Fig. 1: routing congestion
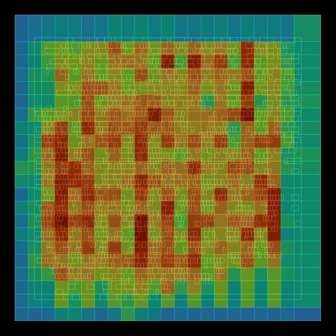
Fig. 2: nets reached from selected ports
Scale bar: 50 µm.
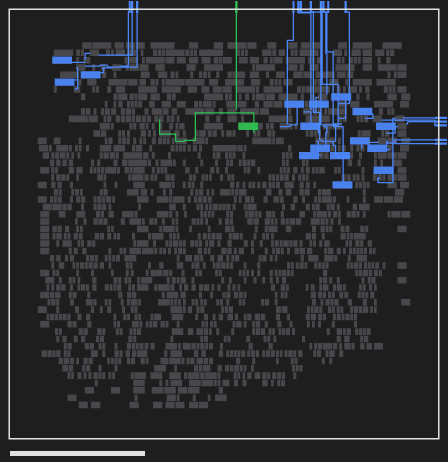
## src/rtl/ex_stage_pkg.sv

```systemverilog
// Shared definitions for the 16-bit pipeline: opcode map and the exec state value.
package ex_stage_pkg;

    typedef enum logic [4:0] {
        OP_NOP   = 5'd0,  OP_HALT  = 5'd1,  OP_LOAD  = 5'd2,  OP_STORE = 5'd3,
        OP_LDIH  = 5'd4,  OP_ADD   = 5'd5,  OP_ADDI  = 5'd6,  OP_ADDC  = 5'd7,
        OP_SUB   = 5'd8,  OP_SUBI  = 5'd9,  OP_SUBC  = 5'd10, OP_CMP   = 5'd11,
        OP_AND   = 5'd12, OP_OR    = 5'd13, OP_XOR   = 5'd14, OP_SLL   = 5'd15,
        OP_SRL   = 5'd16, OP_SLA   = 5'd17, OP_SRA   = 5'd18, OP_JUMP  = 5'd19,
        OP_JMPR  = 5'd20, OP_BZ    = 5'd21, OP_BNZ   = 5'd22, OP_BN    = 5'd23,
        OP_BNN   = 5'd24, OP_BC    = 5'd25, OP_BNC   = 5'd26
    } opcode_e;

    localparam logic STATE_EXEC = 1'b1;

endpackage

```

## src/rtl/ex_stage_alu.sv

```systemverilog
// Combinational ALU for the execute stage; add/sub done 17 bits wide, bit 16 is carry/borrow.
module ex_alu
    import ex_stage_pkg::*;
(
    input  logic [4:0]  opcode,
    input  logic [15:0] a,
    input  logic [15:0] b,
    input  logic        cf,
    output logic [15:0] result,
    output logic        cout
);
    logic [16:0] sum17;
    logic [16:0] wide;
    logic [15:0] shl;
    logic [3:0]  sh;

    always_comb begin
        sh     = b[3:0];
        shl    = a << sh;
        sum17  = 17'd0;
        wide   = 17'd0;
        result = 16'h0000;
        cout   = 1'b0;
        case (opcode_e'(opcode))
            OP_ADD, OP_ADDI, OP_LDIH, OP_LOAD, OP_STORE, OP_JMPR,
            OP_BZ, OP_BNZ, OP_BN, OP_BNN, OP_BC, OP_BNC:
                wide = {1'b0, a} + {1'b0, b};
            OP_ADDC: wide = {1'b0, a} + {1'b0, b} + {16'd0, cf};
            OP_SUB, OP_SUBI, OP_CMP: wide = {1'b0, a} - {1'b0, b};
            // Bit 16 of the 17-bit difference is set exactly when the unsigned result underflows.
            OP_SUBC: wide = {1'b0, a} - {1'b0, b} - {16'd0, cf};
            OP_AND:  wide = {1'b0, a & b};
            OP_OR:   wide = {1'b0, a | b};
            OP_XOR:  wide = {1'b0, a ^ b};
            OP_SLL:  wide = {1'b0, shl};
            OP_SRL:  wide = {1'b0, a >> sh};
            OP_SLA:  wide = {1'b0, a[15], shl[14:0]};
            OP_SRA:  wide = {1'b0, $signed(a) >>> sh};
            default: wide = 17'd0;
        endcase
        sum17  = wide;
        result = sum17[15:0];
        cout   = sum17[16];
    end
endmodule

```

## src/rtl/ex_stage.sv

```systemverilog
// Execute stage: ALU, condition flags, branch decision and EX/MEM pipeline latches.
module ex_stage
    import ex_stage_pkg::*;
(
    input  logic        clock,
    input  logic        reset,
    input  logic        state,
    input  logic [15:0] ex_ir,
    input  logic [15:0] reg_A,
    input  logic [15:0] reg_B,
    input  logic [15:0] smdr,
    output logic [15:0] ALUo,
    output logic        branch_taken,
    output logic [15:0] branch_target,
    output logic [15:0] mem_ir,
    output logic [15:0] reg_C,
    output logic [15:0] smdr1,
    output logic        dw,
    output logic        zf,
    output logic        nf,
    output logic        cf
);
    logic [15:0] mem_ir_q, mem_ir_d, reg_c_q, reg_c_d, smdr1_q, smdr1_d;
    logic        dw_q, dw_d, zf_q, zf_d, nf_q, nf_d, cf_q, cf_d;
    logic        alu_cout, advance;
    opcode_e     op;

    assign op = opcode_e'(ex_ir[15:11]);

    ex_alu u_alu (
        .opcode (ex_ir[15:11]),
        .a      (reg_A),
        .b      (reg_B),
        .cf     (cf_q),
        .result (ALUo),
        .cout   (alu_cout)
    );

    always_comb begin
        advance  = (state == STATE_EXEC);
        mem_ir_d = mem_ir_q;
        reg_c_d  = reg_c_q;
        smdr1_d  = smdr1_q;
        dw_d     = dw_q;
        zf_d     = zf_q;
        nf_d     = nf_q;
        cf_d     = cf_q;
        if (advance) begin
            mem_ir_d = ex_ir;
            reg_c_d  = ALUo;
            smdr1_d  = smdr;
            dw_d     = (op == OP_STORE);
            case (op)
                OP_ADD, OP_ADDC, OP_ADDI, OP_SUB, OP_SUBC, OP_SUBI, OP_CMP: begin
                    zf_d = (ALUo == 16'h0000);
                    nf_d = ALUo[15];
                    cf_d = alu_cout;
                end
                OP_AND, OP_OR, OP_XOR, OP_SLL, OP_SRL, OP_SLA, OP_SRA: begin
                    zf_d = (ALUo == 16'h0000);
                    nf_d = ALUo[15];
                end
                default: ;
            endcase
        end
    end

    always_comb begin
        branch_taken = 1'b0;
        case (op)
            OP_BZ:   branch_taken = zf_q;
            OP_BNZ:  branch_taken = !zf_q;
            OP_BN:   branch_taken = nf_q;
            OP_BNN:  branch_taken = !nf_q;
            OP_BC:   branch_taken = cf_q;
            OP_BNC:  branch_taken = !cf_q;
            OP_JMPR: branch_taken = 1'b1;
            default: branch_taken = 1'b0;
        endcase
    end

    always_ff @(posedge clock) begin
        if (reset) begin
            mem_ir_q <= 16'h0000;
            reg_c_q  <= 16'h0000;
            smdr1_q  <= 16'h0000;
            dw_q     <= 1'b0;
            zf_q     <= 1'b0;
            nf_q     <= 1'b0;
            cf_q     <= 1'b0;
        end else begin
            mem_ir_q <= mem_ir_d;
            reg_c_q  <= reg_c_d;
            smdr1_q  <= smdr1_d;
            dw_q     <= dw_d;
            zf_q     <= zf_d;
            nf_q     <= nf_d;
            cf_q     <= cf_d;
        end
    end

    assign branch_target = ALUo;
    assign mem_ir        = mem_ir_q;
    assign reg_C         = reg_c_q;
    assign smdr1         = smdr1_q;
    assign dw            = dw_q;
    assign zf            = zf_q;
    assign nf            = nf_q;
    assign cf            = cf_q;
endmodule

```

## config.mk

```make
export PLATFORM = sky130hd
export DESIGN_NAME = ex_stage
export DESIGN_NICKNAME = d
export VERILOG_FILES = /design/src/rtl/ex_stage_pkg.sv /design/src/rtl/ex_stage_alu.sv /design/src/rtl/ex_stage.sv
export SDC_FILE = /design/constraint.sdc
export NUM_CORES = 1
export LEC_CHECK = 0
export ABC_AREA = 1
export ABC_CLOCK_PERIOD_IN_PS = 9900
export CORE_MARGIN = 10
export CORE_UTILIZATION = 40
export DETAILED_ROUTE_END_ITERATION = 8
export PLACE_DENSITY = 0.66
export SYNTH_ARGS = -nofsm -noshare
export SYNTH_HDL_FRONTEND = slang
export SYNTH_SLANG_ARGS = --single-unit
export TNS_END_PERCENT = 50
```

## constraint.sdc

```tcl
create_clock -name clock -period 9.9 [get_ports clock]
set_clock_uncertainty 0.15 [all_clocks]
set_input_delay 1.98 -clock clock [delete_from_list [all_inputs] [get_ports clock]]
set_output_delay 1.98 -clock clock [all_outputs]
set_load 0.01 [all_outputs]
```

==> flow_summary.ini <==
; physical design summary
[outcome]
outcome = finished, final reports clean

[final_layout]
ff_latch_area_um2 = 1040
num_antenna_cells = 0
final_nets = 1645
finalInstanceArea_um2 = 9340

[yosys]
synth.area.top_cells = sky130_fd_sc_hd__nand2_1 20%, sky130_fd_sc_hd__dfxtp_1 14%, sky130_fd_sc_hd__nand3_1 12%, sky130_fd_sc_hd__nor2_1 9.3%, sky130_fd_sc_hd__ha_1 8.6%
post-synth-top-area-cell = sky130_fd_sc_hd__nand2_1
syn_nets = 1547
syn_inst = 1425
flop_cell = sky130_fd_sc_hd__dfxtp_1
enable_flop_cells = 0
ys_sh_mux_pct = 0.276
logic_family = simple AND/OR/NAND/NOR gates
yosysChipArea_um2 = 7690
yosys.cell_count.top_type = sky130_fd_sc_hd__nand2_1
async_flop_share_pct = 0
synth_area_per_cell_um2 = 5.40

[global_routing]
first_pass_grt_wire_length_um = 46400
globalRouteOverflowTotal = 0
first_global_vias = 8571

[clocking]
clk_pin_slew_ns = 0.07
numCtsBuffers = 5
cts.sink_count = 52
cts_tree = yes
clock_tree.htree_level_count = 2
clock_insertion_delay_worst_skew_ns = 0.30
cts_setup_buffers = 0

[job]
openroad.warnings = 59

[power]
share_seq_of_total_power_pct = 25.4
power.combinational.fraction_pct = 55.2
power.switching_fraction_pct = 44.5
power_per_cell_area_nw_per_um2 = 97.8
leakagePower_nw = 4.60

[timing]
unrepaired_setup_endpoints_after_global_routing = no
finalWorstSetupSlack_ns = 1.61
finalWorstPathRequiredPeriod_ns = 8.29
timing.slew.headroom_pct = 20.2

[detailed_routing]
detail_route.vias_per_cell = 5.27
drt_pass1_iterations = 5

[floorplan]
floorplan.die.height_um = 159
design.core.area_um2 = 18800
die-area_um2 = 25200
row_count = 50

[placement]
place.detailed.hpwl_um = 24700
placement.setup.worst_slack_ns = 1.71
place_area_um2 = 9200

[setup_path]
timing_worst_setup_path_type = input pin to primary output
required_time_reported_for_the_critical_path_endpoint_ns = 7.77
worst_ep_arrival_time_ns = 6.16
Notes on Fig. 1 above:
met2 track utilization from global routing: 37.2%
all-layer global routing usage: 23.0%
GR met3 Demand/Resource: 3.51%
GR Util met1: 31.5%
grt peak-use layer: met2

Notes on Fig. 2 above:
- blue: `reg_C` (direction output; edge 11 top, 5 right; end cells 16; buffers 16; wire 748 µm)
- green: `cf` (direction output; edge top; end cells 1; buffers 1; wire 99.4 µm)
count of pins on the block boundary: 152
Port-buffer cells: 151

-- state kept, by name, summed over array words and instances (netlist names) --
signal and cells:
nf 1, dw 1, smdr1 16, zf 1
mem_ir 16, cf 1, reg_C 16
-- logic make-up after synthesis --
kind of cell	count (synthesis)
and+or+nand+nor	898
AOI/OAI and AO/OA	180
adders and majority gates	55
buffers and inverters	238
muxes	2
DFF	52
-- through the flow --
| step | hold slack, ns | total power [mW] |
|---|---|---|
| finish | 0.339 | 0.913 |
| global route | 0.371 | 0.980 |
| CTS | 0.347 | 0.913 |
| detailed placement | 0.329 | 0.734 |
| global placement | 0.314 | 0.732 |
| floorplan | 0.365 | 0.549 |
-- power by group through the flow --
stage,Clock [mW],Combinational [mW],Sequential (mW)
2_1_floorplan,0,0.306,0.244
3_3_place_gp,0,0.496,0.236
3_5_place_dp,0,0.498,0.236
4_1_cts,0.182,0.499,0.232
5_1_grt,0.191,0.556,0.234
6_report,0.178,0.504,0.232
-- routing by layer --
metal	vias to the layer above	share of wire, %	track usage (%)
li1	4770	-	-
met1	4275	45	31.5
met2	332	46	37.2
met3	30	7.3	3.51
met4	0	1.5	4.37
met5	-	0	0
-- critical path: stages --
cell	delay, ns
sky130_fd_sc_hd__clkdlybuf4s50_1	1.00
sky130_fd_sc_hd__inv_1	0.19
sky130_fd_sc_hd__ha_1	0.61
sky130_fd_sc_hd__inv_2	0.11
sky130_fd_sc_hd__nand2_1	0.11
sky130_fd_sc_hd__nand2_1	0.13
sky130_fd_sc_hd__nand3_1	0.12
sky130_fd_sc_hd__nand2_1	0.10
sky130_fd_sc_hd__nand2_1	0.09
sky130_fd_sc_hd__nand2_1	0.05
sky130_fd_sc_hd__nand2_1	0.06
sky130_fd_sc_hd__nand2_1	0.16
sky130_fd_sc_hd__nor2_1	0.21
sky130_fd_sc_hd__inv_1	0.07
sky130_fd_sc_hd__nor2_1	0.14
sky130_fd_sc_hd__nand3_1	0.08
sky130_fd_sc_hd__nand2_1	0.06
sky130_fd_sc_hd__nand3_1	0.06
sky130_fd_sc_hd__nand3_1	0.22
sky130_fd_sc_hd__clkdlybuf4s50_1	0.60
-- area by class of cell --
type,instances,area share (%)
multi-input combinational,1135,60.2
clock inverter,3,0.228
sequential,52,11.1
timing repair buffer,159,16.8
inverter,170,6.86
tap,260,3.48
clock buffer,5,1.34
-- final timing paths --
kind                          from               endpoint  cells past startpoint
max reg2reg        cf$_SDFFE_PP0P_        zf$_SDFFE_PP0P_                     18
min reg2reg  reg_C[2]$_SDFFE_PP0P_  reg_C[2]$_SDFFE_PP0P_                      2
min          reg_C[2]$_SDFFE_PP0P_  reg_C[2]$_SDFFE_PP0P_                      2
max                       reg_B[2]      branch_target[14]                     20
-- cell usage in the layout, fill, tap and decap left out, drive strengths merged, types with 14 or more instances in the layout --
| cell type | count |
|---|---|
| a21oi | 60 |
| clkdlybuf4s50 | 150 |
| dfxtp | 52 |
| ha | 53 |
| inv | 168 |
| nand2 | 437 |
| nand3 | 189 |
| nand4 | 27 |
| nor2 | 219 |
| nor3 | 14 |
| o21ai | 95 |
Power and IR drop assume default switching activity.
